==> config.mk <==
export PLATFORM = sky130hd
export DESIGN_NAME = pmon_i2c_target_flat
export DESIGN_NICKNAME = d
export VERILOG_FILES = /design/src/rtl/pmon_i2c_target_if.sv /design/src/rtl/pmon_i2c_target.sv /design/src/flat_wrapper.sv
export SDC_FILE = /design/constraint.sdc
export NUM_CORES = 1
export LEC_CHECK = 0
export ABC_AREA = 0
export CAP_MARGIN = 20
export CORE_MARGIN = 2
export CORE_UTILIZATION = 35
export DETAILED_ROUTE_END_ITERATION = 6
export REMOVE_ABC_BUFFERS = 1
export SLEW_MARGIN = 25
export SYNTH_ARGS = -nofsm -noshare
export SYNTH_HDL_FRONTEND = slang
export SYNTH_SLANG_ARGS = --single-unit
==> constraint.sdc <==
create_clock -name clk_50 -period 7.2 [get_ports clk_50]
set_clock_uncertainty 0.2 [all_clocks]
set_input_delay 1.44 -clock clk_50 [delete_from_list [all_inputs] [get_ports clk_50]]
set_output_delay 1.44 -clock clk_50 [all_outputs]
set_load 0.02 [all_outputs]
==> images/logic_types.png <==
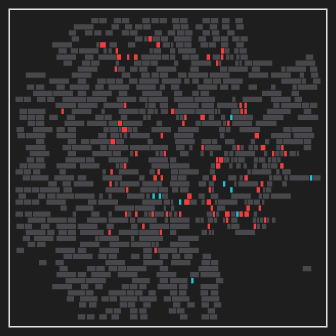
colour	family	cells	most used
cyan	inverters	9	inv_1
red	NAND gates	75	nand2_1
logic share of the area: 36.3%
Top cell excl fill/tap: clkdlybuf4s50_1

==> images/layer_met1.png <==
Supply wires on this layer in grey.
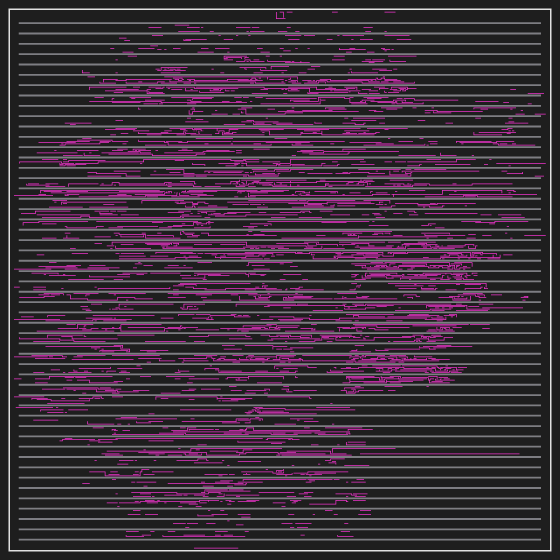
main direction	horizontal
share of all routed wire	44%
nets with wire on the layer	682
longest straight run	46.5 um
Total Wirelength: 19.5 mm
met1 usage in global routing: 27.0%

==> images/power_grid.png <==
Pins as bars on the die edge.
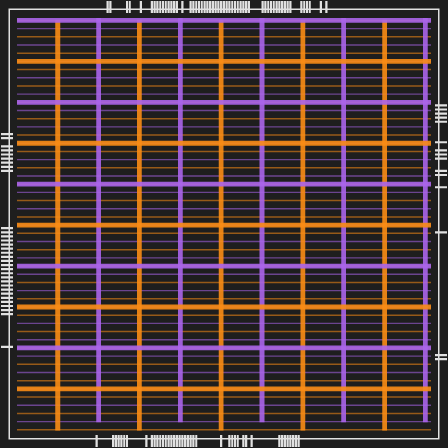
colour	net
orange	VSS
purple	VDD
signal pins	143
rows	50
VDD IR max: 0.208 mV
die extent in x: 142 um
Die Ht: 142 um
Core Region: 18700 sq um

==> qor.yml <==
status: "finished clean"
finalSetupViolCount: 0
drv_cap: 0
wl_met3_um: 925
syn2layout_area_growth_pct: 34.1
ys_chip_area_sq_um: 6680
chipArea_sq_um: 20200
layout.area.comb_sq_um: 3260
drive_gt1_share_pct: 25.6
setup_tns_ns: 0
antenna_found_initial: 0
combPwrFrac_pct: 24.3
crit_path_end_kind: "flop"
regArea_sq_um: 3270
rsz0062_at_grt: "false"
cts_tree: "yes"
worstMarginPinSlew_ns: 1.07
grt_most_used_layer: "met2"
hold_violations: 0
grt_use_met3_pct: 3.97
place_congestion: 0.835
holdPathStages: 0
nMultiInputCombCells: 388
cts.reportedPaths.clkPinSlew_ns: 0.06
wl_met2_mm: 9.59
synth.cellmix.xorXnorShare_pct: 0.524
vias: 5194
async_reset_ff_share_pct: 100
